## src/rtl/cpu_types_pkg.sv

```systemverilog
// Shared pipeline-control types: hazard FSM states and the per-latch control bundle.
package cpu_types_pkg;

  localparam int unsigned RegAddrW = 5;

  typedef enum logic [1:0] {StRun, StDwait, StLuse, StHalted} hz_state_t;

  typedef struct packed {
    logic pc_en;
    logic fetch_freeze;
    logic fetch_flush;
    logic decode_freeze;
    logic decode_flush;
    logic execute_freeze;
    logic memory_freeze;
  } hz_ctrl_t;

  localparam hz_ctrl_t CtrlAdvance  = '{pc_en: 1'b1, default: 1'b0};
  localparam hz_ctrl_t CtrlReset    = '{fetch_flush: 1'b1, decode_flush: 1'b1, default: 1'b0};
  localparam hz_ctrl_t CtrlFreeze   = '{fetch_freeze: 1'b1, decode_freeze: 1'b1,
                                        execute_freeze: 1'b1, memory_freeze: 1'b1,
                                        default: 1'b0};
  localparam hz_ctrl_t CtrlRedirect = '{pc_en: 1'b1, fetch_flush: 1'b1, decode_flush: 1'b1,
                                        default: 1'b0};
  localparam hz_ctrl_t CtrlBubble   = '{fetch_freeze: 1'b1, decode_flush: 1'b1, default: 1'b0};
  localparam hz_ctrl_t CtrlMiss     = '{fetch_flush: 1'b1, default: 1'b0};

  // A latch that is held must not also be cleared.
  function automatic hz_ctrl_t freeze_wins(hz_ctrl_t c);
    hz_ctrl_t r;
    r              = c;
    r.fetch_flush  = c.fetch_flush & ~c.fetch_freeze;
    r.decode_flush = c.decode_flush & ~c.decode_freeze;
    return r;
  endfunction

endpackage

```

## src/rtl/hazard_detect.sv

```systemverilog
// Load-use comparator: a load in execute writes a register the decode instruction reads.
module hazard_detect
  import cpu_types_pkg::*;
(
  input  logic [RegAddrW-1:0] dec_rs_i,
  input  logic [RegAddrW-1:0] dec_rt_i,
  input  logic                dec_uses_rt_i,
  input  logic                ex_memread_i,
  input  logic [RegAddrW-1:0] ex_rd_i,
  output logic                lu_hazard_o
);

  logic rs_match, rt_match;

  always_comb begin
    rs_match    = (ex_rd_i == dec_rs_i);
    rt_match    = dec_uses_rt_i & (ex_rd_i == dec_rt_i);
    // r0 is hardwired, so a load targeting it never creates a dependency.
    lu_hazard_o = ex_memread_i & (ex_rd_i != '0) & (rs_match | rt_match);
  end

endmodule

```

## src/rtl/pipeline_hazard_ctrl.sv

```systemverilog
// Pipeline latch sequencer: resolves halt, data wait, redirect, load-use and fetch miss
// in fixed priority and keeps saturating stall/flush counters.
module pipeline_hazard_ctrl
  import cpu_types_pkg::*;
#(
  parameter int unsigned LU_BUBBLES = 1,
  parameter int unsigned CNT_W      = 16
) (
  input  logic                CLK,
  input  logic                nRST,
  input  logic                ihit,
  input  logic                dhit,
  input  logic                mem_dreq,
  input  logic [RegAddrW-1:0] dec_rs,
  input  logic [RegAddrW-1:0] dec_rt,
  input  logic                dec_uses_rt,
  input  logic                ex_memread,
  input  logic [RegAddrW-1:0] ex_rd,
  input  logic                ex_redirect,
  input  logic                mem_halt,
  output logic                pc_en,
  output logic                fetch_freeze,
  output logic                fetch_flush,
  output logic                decode_freeze,
  output logic                decode_flush,
  output logic                execute_freeze,
  output logic                memory_freeze,
  output logic                halt,
  output logic [CNT_W-1:0]    stall_cnt,
  output logic [CNT_W-1:0]    flush_cnt
);

  localparam logic [1:0] LuInit = 2'(LU_BUBBLES - 1);

  hz_state_t        state_q, state_d;
  logic [1:0]       lu_cnt_q, lu_cnt_d;
  logic [CNT_W-1:0] stall_cnt_q, stall_cnt_d;
  logic [CNT_W-1:0] flush_cnt_q, flush_cnt_d;
  hz_ctrl_t         ctrl, ctrl_out;
  logic             dwait, redirect_taken, lu_hazard, stall_inc;

  hazard_detect u_hazard_detect (
    .dec_rs_i      (dec_rs),
    .dec_rt_i      (dec_rt),
    .dec_uses_rt_i (dec_uses_rt),
    .ex_memread_i  (ex_memread),
    .ex_rd_i       (ex_rd),
    .lu_hazard_o   (lu_hazard)
  );

  always_comb begin
    ctrl           = CtrlAdvance;
    state_d        = state_q;
    lu_cnt_d       = lu_cnt_q;
    redirect_taken = 1'b0;
    dwait          = mem_dreq & ~dhit;

    if (state_q == StHalted) begin
      ctrl = CtrlFreeze;
    end else if (dwait) begin
      ctrl    = CtrlFreeze;
      state_d = StDwait;
    end else if (ex_redirect) begin
      // A redirect held by the frozen EX latch lands here on the first non-wait cycle.
      ctrl           = CtrlRedirect;
      redirect_taken = 1'b1;
      state_d        = StRun;
      lu_cnt_d       = '0;
    end else if (state_q == StLuse) begin
      ctrl     = CtrlBubble;
      lu_cnt_d = lu_cnt_q - 2'd1;
      state_d  = (lu_cnt_q == 2'd1) ? StRun : StLuse;
    end else if (lu_hazard) begin
      ctrl     = CtrlBubble;
      lu_cnt_d = LuInit;
      state_d  = (LU_BUBBLES > 1) ? StLuse : StRun;
    end else if (!ihit) begin
      ctrl     = CtrlMiss;
      state_d  = StRun;
      lu_cnt_d = '0;
    end else begin
      state_d  = StRun;
      lu_cnt_d = '0;
    end

    if (state_q != StHalted && !dwait && mem_halt) begin
      state_d = StHalted;
    end

    ctrl = freeze_wins(ctrl);
  end

  always_comb begin
    stall_inc   = (state_q != StHalted) & ~ctrl.pc_en;
    stall_cnt_d = stall_cnt_q;
    flush_cnt_d = flush_cnt_q;
    if (stall_inc && stall_cnt_q != '1) begin
      stall_cnt_d = stall_cnt_q + CNT_W'(1);
    end
    if (redirect_taken && flush_cnt_q != '1) begin
      flush_cnt_d = flush_cnt_q + CNT_W'(1);
    end
  end

  always_ff @(posedge CLK) begin
    if (!nRST) begin
      state_q     <= StRun;
      lu_cnt_q    <= '0;
      stall_cnt_q <= '0;
      flush_cnt_q <= '0;
    end else begin
      state_q     <= state_d;
      lu_cnt_q    <= lu_cnt_d;
      stall_cnt_q <= stall_cnt_d;
      flush_cnt_q <= flush_cnt_d;
    end
  end

  always_comb begin
    ctrl_out = nRST ? ctrl : CtrlReset;
    pc_en          = ctrl_out.pc_en;
    fetch_freeze   = ctrl_out.fetch_freeze;
    fetch_flush    = ctrl_out.fetch_flush;
    decode_freeze  = ctrl_out.decode_freeze;
    decode_flush   = ctrl_out.decode_flush;
    execute_freeze = ctrl_out.execute_freeze;
    memory_freeze  = ctrl_out.memory_freeze;
    halt           = nRST & (state_q == StHalted);
  end

  assign stall_cnt = stall_cnt_q;
  assign flush_cnt = flush_cnt_q;

endmodule

```

## config.mk

```make
export PLATFORM = sky130hd
export DESIGN_NAME = pipeline_hazard_ctrl
export DESIGN_NICKNAME = d
export VERILOG_FILES = /design/src/rtl/cpu_types_pkg.sv /design/src/rtl/hazard_detect.sv /design/src/rtl/pipeline_hazard_ctrl.sv
export SDC_FILE = /design/constraint.sdc
export NUM_CORES = 1
export LEC_CHECK = 0
export CAP_MARGIN = 20
export CORE_MARGIN = 2
export CORE_UTILIZATION = 31
export CTS_CLUSTER_DIAMETER = 120
export DETAILED_ROUTE_END_ITERATION = 7
export GPL_ROUTABILITY_DRIVEN = 1
export RECOVER_POWER = 50
export SLEW_MARGIN = 20
export SYNTH_ARGS = -nofsm -noshare
export SYNTH_HDL_FRONTEND = slang
export SYNTH_HIERARCHICAL = 1
export SYNTH_SLANG_ARGS = --single-unit
```

## constraint.sdc

```tcl
create_clock -name CLK -period 4.9 [get_ports CLK]
set_clock_uncertainty 0.1 [all_clocks]
set_input_delay 0.98 -clock CLK [delete_from_list [all_inputs] [get_ports CLK]]
set_output_delay 0.98 -clock CLK [all_outputs]
set_load 0.05 [all_outputs]
```

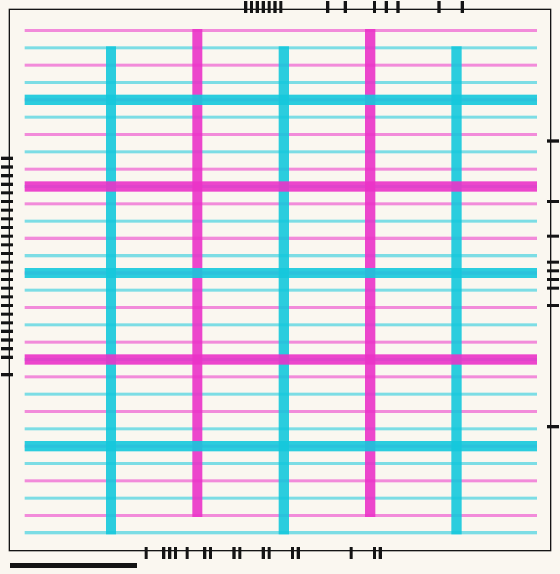
Figure 1: supply network.
The bar under the picture is 20 um long. Pins as bars on the die edge.
VDD: in magenta. VSS: in cyan.
64 signal pins sit on the boundary. 5 straps on met5. 5 straps on met4.
area of the placeable core: 0.00635 mm2
IR drop worst, VDD: 0.0967 mV

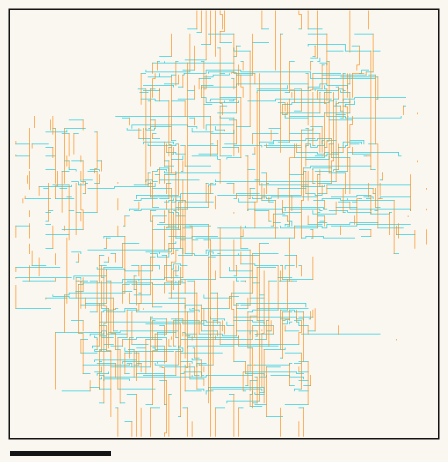
Figure 2: signal wires by layer.
The bar under the picture is 20 um long. Two of the layers only.
met2: in orange, wire length 2430 um. met1: in cyan, wire length 2390 um.
global-route usage over all layers: 14.6%
Routed WL: 5.19 mm
average detailed-routed wire length per instance: 13.2 um
DR vias: 2106

==> commit_impl_results.txt <==
Log flow metrics for this revision

- Per report_power, the Clock row totals approximately 0.22 mW.
* Critical path buffers and inverters: 2
- Count of library flops with an enable pin: 0
* Critical path origin: ex_rd[3]
* Clk Tree Root Cell: clkbuf_8
- Input and output buffers added on the ports amount to roughly 63.
- Once the floorplan was initialized, standard cells occupied 31.9% of the core.
- As reported, the later end of the worst-skew pair has a clock insertion delay of between 0.2 and 0.3 ns.
- Max Freq: 226 MHz
* Total setup buffers inserted after CTS: 0
- Worst path required time: 3.82 ns
- Number of nets in the layout: 341
* Portion of total power attributed to combinational logic: ~18%
- Counting pins that exceed their max-slew limit in the final report gives 0.
* Chip Area: 0.00720 mm2
- The number of nets in the synthesized netlist is 279.
- The script extracted a total leakage power of 1.02 nW.
- In the routed layout, each cell is associated on average with a via count of 5.37.
* Final cell area excluding filler cells: 0.00277 mm2
* Setup repair after global routing missed its margin: no
- Core Rows: 29
- Cell depth of the worst setup path: 10
* Post-Route Hold Slack: 0.402 ns
* Synthesized chip area reported by yosys: approximately 0.002 mm2
* Max-cap viol count: 0
- For this design, Yosys synthesis ends with a cell count of 252.
* HPWL after detailed placement: a little under 4 mm
- The run finished with clean final reports.
- Cell Type Count: 47
* Dominant combinational cell family by area after synthesis: simple AND/OR/NAND/NOR gates
- AND-OR/OR-AND Cells, Area Fraction: 18.9%
* Max stage delay cell, worst path: clkdlybuf4s50_1
* Asr flop ratio synth: 0%
- Non-filler cells, final: 392
- Simple-Gate Area Share: 31.6%
- Inserted Diodes: 0
- Power spread over the standard cell area amounts to 231 mW/mm2.
- Final antenna-violating net count: 0
* Layer with the highest usage after global routing: met2
* Most used flip-flop cell: dfxtp_1
- The cell-mix breakdown from Yosys lists the adder-cell area share as under 10%.
* Gpl congestion: 0.780
- The timing report attributes the biggest portion of critical-path delay to buffers and inverters.
- Most numerous logic cells after layout: 36 x dfxtp_1, 35 x clkdlybuf4s50_1, 27 x a21oi_1, 25 x dlygate4sd3_1
- For the final routed database, the setup TNS stands at 0 ns.
- met2 track demand over resource after global routing is 25.2%.
- The slew check shows that the tightest pin keeps a relative margin of 55.3%.
- Power drawn by the sequential cells: 0.307 mW
- TritonCTS created 5 clock buffers.
* Sequence of cells on the critical path: clkdlybuf4s50_1 -> xor2_1 -> nor4_2 -> nand3_1 -> a21oi_1 -> a21oi_1 -> nor2_1 -> nor2_1 -> nor2_1 -> clkdlybuf4s50_1
* Ys flops: 36
* Switching share of total power: about 28%
- Total power for the finished layout comes to 0.640 mW.
* Number of warnings the tools reported: 26
- Global route total overflow: 0
- Combinational Power: 0.115 mW
- Clock network fraction of total power: 34.1%
- Most common logic cell in the routed design: dfxtp_1
* Filler instances: ~660
- CP Max Fanout: 4
- Pre-CTS worst setup slack: 0.429 ns
- Hold buffer count at CTS: 0
* Highest cell delay on the worst timing path: 0.80 ns
- Per the CTS log, the maximum H-tree level is 2.
* Most prevalent standard cell on the critical path: nor2_1
- For reference, the top cells by count after synthesis are 36 x dfxtp_1, 27 x a21oi_1, 20 x nor2_1.
- Deepest clock path buffer count: 2
- Share of synthesized area occupied by flip-flops and latches: 35.6%
- Cell area after synthesis: 0.00203 mm2
- By startpoint and endpoint, the worst setup path is classified as input pin to primary output.
* Min-Delay Startpoint: flush_cnt[11]
- Synthesis handed over a netlist of 252 instances.
* Worst-case setup margin in the final layout: 0.468 ns
* Router iterations before antenna repair: 4
- Final core utilization: 43.6%
* Worst setup path endpoint: fetch_freeze
* Area growth from synthesis to final layout: 36.7%
* Switching pwr: around 0.18 mW
- Crit start category: input pin
- Internal Pwr Total: 0.459 mW
* Clock input transition at the sequential cells of the worst setup and hold paths: around 0.07 ns
* Yosys warns: 6
- The die is ~85 um wide.
* Share of total power in sequential cells: between 40% and 50%
- Per the final timing report, the hold violations number 0.
* Number of clock sinks: 36
- Counting tap cells, the placed design contains a total of approximately 380 instances.
- After detailed placement, the total cell area comes to 0.00269 mm2.
- FF-to-FF setup slack: around 2.6 ns
- Global routing met3 resource utilization: 3.89%
- Post-CTS repair changed the size of 0 cells.
* Data arrival at the endpoint of the critical path: about 3.4 ns
* Final Cycle Share: 90.4%
* Initial antenna violation count: 0
- In the routed design, unresolved DRC markers number 0.
- Number of top-level design ports: around 64
- Global-route wire length before repair: a little under 9 mm
* Share of cells above drive strength 1: 6.35%
* Fraction of post-synthesis cell area in the top cell type by area: a little over a third
* Most area-hungry cell type in the Yosys netlist: dfxtp_1
- Multiplexer area fraction after synthesis: 0.494%
- Entering global routing, the biggest net connects 20 pins.
- Number of cells on the worst hold path: 2
- Element type at the critical path end: primary output
* R2r startpoint: stall_cnt[0]
- Final Setup Violations: 0
* Clock tree from TritonCTS: done
- The pin closest to its max-slew limit shows a slew of 0.664 ns.
* Worst hold endpoint: flush_cnt[11]
* DRT iter0 DRCs: 87
- Largest power group: registers
* Destination of the worst register-to-register timing path: stall_cnt[15]
- Worst Reg-to-Reg Cells: 6
* Largest cells by area after synthesis: dfxtp_1 36%, a21oi_1 6.7%, nand3_1 4.7%, o21ai_0 4.7%, or3_1 4.3%
- The vertical die dimension reported for this design is 84.8 um.
- After Yosys synthesis, XOR and XNOR cells account for about 6.5% of the synthesized area.
* Number of global-route vias before repair: 1947
- Class of the most critical hold timing path: register to register
- By instance count, the leading cell after synthesis is dfxtp_1.
- In the global route stage, met1 resource usage came out at 17.5%.
* Mean post-synth cell area: 8.04 um2
* Time the worst path needs with I/O delays and setup: 4.43 ns
[layout make-up]
| class | instances | area, um2 | share of cell area (%) |
|---|---|---|---|
| Multi-Input combinational cell | 199 | 1190 | 43.1 |
| Tap cell | 77 | 96.3 | 3.48 |
| Inverter | 6 | 22.5 | 0.813 |
| Clock buffer | 8 | 90.1 | 3.25 |
| Sequential cell | 36 | 721 | 26.0 |
| Timing Repair Buffer | 66 | 646 | 23.3 |
[per-layer routing]
metal / up-vias / part of all wire [%] / wire length (um)
li1: 1054 / - / -
met1: 989 / 46 / 2390
met2: 55 / 47 / 2430
met3: 8 / 5.7 / 294
met4: 0 / 1.5 / 79
met5: - / 0 / 0
[flip-flops by register name (all words and copies together) (netlist names)]
register / flops
state_q: 2
lu_cnt_q: 2
stall_cnt: 16
flush_cnt: 16
Power is estimated from default activity; no workload was simulated.
